`src/rtl/morse_key_collector.sv`:
```
// rtl/morse_key_collector.sv - classifies key presses as dots/dashes and packs letters for the decoder
// Optional MORSE_DEBOUNCE_EN adds a 2-flop synchroniser and debouncer ahead of the timing logic.
module morse_key_collector #(
  parameter int CNT_W      = 8,
  parameter int DOT_MAX    = 4,
  parameter int LETTER_GAP = 12
`ifdef MORSE_DEBOUNCE_EN
  ,
  parameter int DEBOUNCE   = 3
`endif
) (
  input  logic       clk,
  input  logic       rst,
  input  logic       key_in,
  output logic [3:0] morse_out,
  output logic [2:0] num_out,
  output logic       valid,
  output logic       error
);

  typedef enum logic [1:0] {IDLE, PRESS, GAP} state_t;

  localparam logic [CNT_W-1:0] CNT_MAX = '1;
  localparam logic [CNT_W-1:0] CNT_ONE = CNT_W'(1);
  localparam logic [CNT_W-1:0] DOT_LIM = CNT_W'(DOT_MAX);
  localparam logic [CNT_W-1:0] GAP_LIM = CNT_W'(LETTER_GAP);

  state_t           state_q, state_d;
  logic [CNT_W-1:0] press_cnt_q, press_cnt_d;
  logic [CNT_W-1:0] gap_cnt_q, gap_cnt_d;
  logic [3:0]       shift_q, shift_d;
  logic [2:0]       elem_cnt_q, elem_cnt_d;
  logic             ovf_q, ovf_d;
  logic [3:0]       morse_q, morse_d;
  logic [2:0]       num_q, num_d;
  logic             valid_q, valid_d;
  logic             error_q, error_d;
  logic             key_s_q;

`ifdef MORSE_DEBOUNCE_EN
  logic             sync1_q, sync2_q;
  logic [CNT_W-1:0] deb_cnt_q;

  // A new level is accepted only after it has persisted DEBOUNCE consecutive cycles.
  always_ff @(posedge clk) begin
    if (rst) begin
      sync1_q   <= 1'b0;
      sync2_q   <= 1'b0;
      deb_cnt_q <= '0;
      key_s_q   <= 1'b0;
    end else begin
      sync1_q <= key_in;
      sync2_q <= sync1_q;
      if (sync2_q != key_s_q) begin
        if (deb_cnt_q == CNT_W'(DEBOUNCE - 1)) begin
          key_s_q   <= sync2_q;
          deb_cnt_q <= '0;
        end else begin
          deb_cnt_q <= deb_cnt_q + CNT_ONE;
        end
      end else begin
        deb_cnt_q <= '0;
      end
    end
  end
`else
  always_ff @(posedge clk) begin
    if (rst) key_s_q <= 1'b0;
    else     key_s_q <= key_in;
  end
`endif

  always_ff @(posedge clk) begin
    if (rst) begin
      state_q     <= IDLE;
      press_cnt_q <= '0;
      gap_cnt_q   <= '0;
      shift_q     <= '0;
      elem_cnt_q  <= '0;
      ovf_q       <= 1'b0;
      morse_q     <= '0;
      num_q       <= '0;
      valid_q     <= 1'b0;
      error_q     <= 1'b0;
    end else begin
      state_q     <= state_d;
      press_cnt_q <= press_cnt_d;
      gap_cnt_q   <= gap_cnt_d;
      shift_q     <= shift_d;
      elem_cnt_q  <= elem_cnt_d;
      ovf_q       <= ovf_d;
      morse_q     <= morse_d;
      num_q       <= num_d;
      valid_q     <= valid_d;
      error_q     <= error_d;
    end
  end

  always_comb begin
    state_d     = state_q;
    press_cnt_d = press_cnt_q;
    gap_cnt_d   = gap_cnt_q;
    shift_d     = shift_q;
    elem_cnt_d  = elem_cnt_q;
    ovf_d       = ovf_q;
    morse_d     = morse_q;
    num_d       = num_q;
    valid_d     = 1'b0;
    error_d     = error_q;

    case (state_q)
      IDLE: begin
        if (key_s_q) begin
          state_d     = PRESS;
          press_cnt_d = CNT_ONE;
        end
      end
      PRESS: begin
        if (key_s_q) begin
          if (press_cnt_q != CNT_MAX) press_cnt_d = press_cnt_q + CNT_ONE;
        end else begin
          // First element lands in bit 3; anything past the fourth only flags overflow.
          if (elem_cnt_q < 3'd4) begin
            shift_d[2'd3 - elem_cnt_q[1:0]] = (press_cnt_q > DOT_LIM);
            elem_cnt_d = elem_cnt_q + 3'd1;
          end else begin
            ovf_d = 1'b1;
          end
          gap_cnt_d = CNT_ONE;
          state_d   = GAP;
        end
      end
      GAP: begin
        if (key_s_q) begin
          state_d     = PRESS;
          press_cnt_d = CNT_ONE;
        end else begin
          if (gap_cnt_q != CNT_MAX) gap_cnt_d = gap_cnt_q + CNT_ONE;
          if (gap_cnt_d == GAP_LIM) begin
            morse_d    = shift_q;
            num_d      = elem_cnt_q;
            error_d    = ovf_q;
            valid_d    = 1'b1;
            shift_d    = '0;
            elem_cnt_d = '0;
            ovf_d      = 1'b0;
            state_d    = IDLE;
          end
        end
      end
      default: state_d = IDLE;
    endcase
  end

  assign morse_out = morse_q;
  assign num_out   = num_q;
  assign valid     = valid_q;
  assign error     = error_q;

endmodule

```
`config.mk`:
```
export PLATFORM = sky130hd
export DESIGN_NAME = morse_key_collector
export DESIGN_NICKNAME = d
export VERILOG_FILES = /design/src/rtl/morse_key_collector.sv
export SDC_FILE = /design/constraint.sdc
export NUM_CORES = 1
export LEC_CHECK = 0
export ABC_AREA = 1
export CAP_MARGIN = 20
export CORE_MARGIN = 4
export CORE_UTILIZATION = 40
export DETAILED_ROUTE_END_ITERATION = 12
export GPL_TIMING_DRIVEN = 0
export PLACE_DENSITY = 0.58
export SYNTH_ARGS = -nofsm -noshare
export SYNTH_HDL_FRONTEND = slang
export SYNTH_SLANG_ARGS = --single-unit
```
`constraint.sdc`:
```
create_clock -name clk -period 1.56 [get_ports clk]
set_input_delay 0.39 -clock clk [delete_from_list [all_inputs] [get_ports clk]]
set_output_delay 0.39 -clock clk [all_outputs]
set_load 0.02 [all_outputs]
```
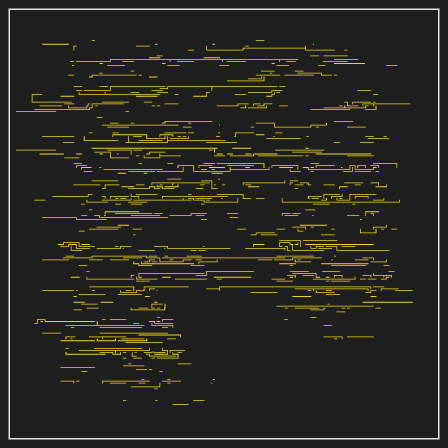
Fig. 1. Met1 routing.
main direction: horizontal
nets with wire on the layer: 278

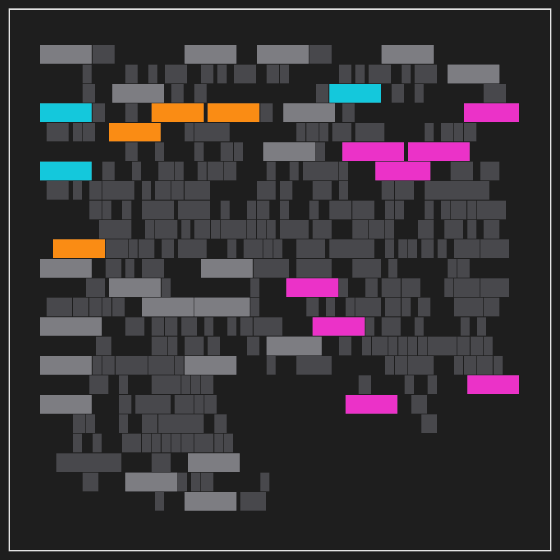
Fig. 2. Where the registers sit.
legend:
  orange:
    netlist_name: shift_q
    flops: 4
    where: north-west
  magenta:
    netlist_name: gap_cnt_q
    flops: 8
  cyan:
    netlist_name: num_out
    flops: 3
not coloured: 21
core occupancy in the finished layout: 53.3%
register share of the cell area: 31.5%
sequential cell area in the final layout: 737 sq um

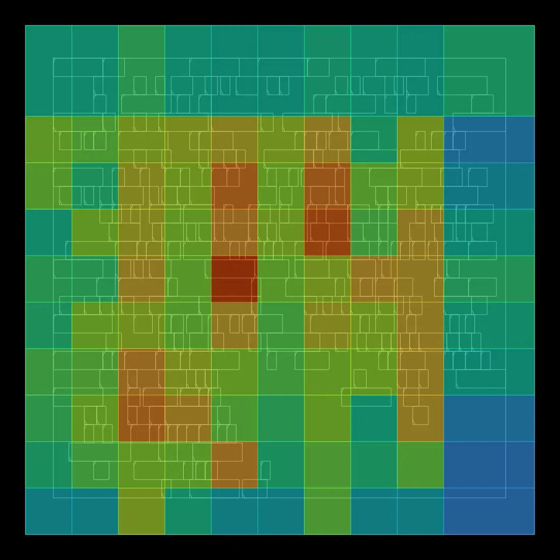
Fig. 3. Routing congestion.
Global Route met1 Usage: 19.2%
met3 track utilization from global routing: 3.56%
most used routing layer: met2
Routed wire per std cell: 11.2 microns

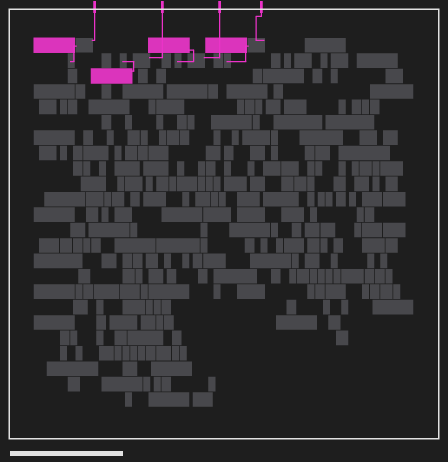
Fig. 4. Nets reached from selected ports.
Bar = 20 microns.
legend:
  magenta:
    port: morse_out
    direction: output
    end_cells: 4
    buffers: 4
    wire: 53.9 microns

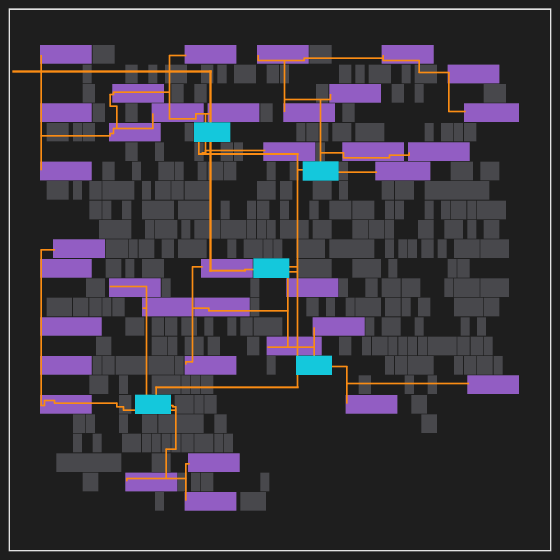
Fig. 5. Clock wires, drivers and flops.
legend:
  purple:
    item: flip-flops
    count: 36
  cyan:
    item: cells driving clock nets
    count: 5
  orange:
    item: clock wires
    length: 480 microns
routed clock nets: 6
flops lie: spread over the die

## flip-flops by register name (all words and copies together), names as in the netlist
name / count
gap_cnt_q: 8
press_cnt_q: 8
num_out: 3
state_q: 2
elem_cnt_q: 3
shift_q: 4
morse_out: 4
error: 1
valid: 1
key_s_q: 1
ovf_q: 1
## path summary, 6_finish.rpt
| path | to | slack (ps) | cells after the start |
|---|---|---|---|
| max reg2reg | elem_cnt_q[0] | -110 | 13 |
| max | elem_cnt_q[0] | -110 | 13 |
| min reg2reg | morse_out[3] | 440 | 2 |
| min | morse_out[3] | 440 | 2 |
## per-layer routing
metal	track usage, %	up-vias
met4	5.83	0
met2	22.6	18
met3	3.56	2
met5	0	-
li1	-	875
met1	19.2	769
==> run_summary.xml <==
<?xml version="1.0" encoding="UTF-8"?>
<metrics>
  <group name="cells_and_area">
    <metric name="bufAreaShareNonClock" unit="%">9.16</metric>
    <metric name="comb.multi_input.count" unit="">170</metric>
    <metric name="nNonClkBuffers" unit="">27</metric>
  </group>
  <group name="yosys">
    <metric name="synth_adder_area_share" unit="%">4.79</metric>
    <metric name="postSynthCellCount" unit="">256</metric>
    <metric name="avgSynthCellArea" unit="sq um">7.14</metric>
  </group>
  <group name="final_timing">
    <metric name="final_critical_path_setup_slack" unit="ps">-107</metric>
    <metric name="setup_viol_count_final" unit="">18</metric>
    <metric name="period_minus_slack" unit="ps">1670</metric>
  </group>
  <group name="clock_network">
    <metric name="worstSkewPairLatency" unit="ps">280</metric>
  </group>
  <group name="setup_path">
    <metric name="cpLargestDelayFamily" unit="">simple AND/OR/NAND/NOR gates</metric>
  </group>
  <group name="floorplanning">
    <metric name="floorplanUtilization" unit="%">41.7</metric>
    <metric name="number_of_top_level_design_ports" unit="">12</metric>
  </group>
  <group name="run_status">
    <metric name="result_of_the_run" unit="">complete, but fails checks</metric>
    <metric name="violations" unit="">negative setup slack</metric>
  </group>
  <group name="power_and_ir_drop">
    <metric name="peakVddDrop" unit="mV">0.476</metric>
    <metric name="p_seq" unit="uW">946</metric>
    <metric name="cellPowerDensity" unit="mW/mm^2">745</metric>
  </group>
  <group name="drt">
    <metric name="topRoutingLayerUsed" unit="">met4</metric>
    <metric name="drt-total-wl" unit="mm">3.81</metric>
  </group>
  <group name="placed_design">
    <metric name="dpl.cell_count" unit="">319</metric>
  </group>
</metrics>
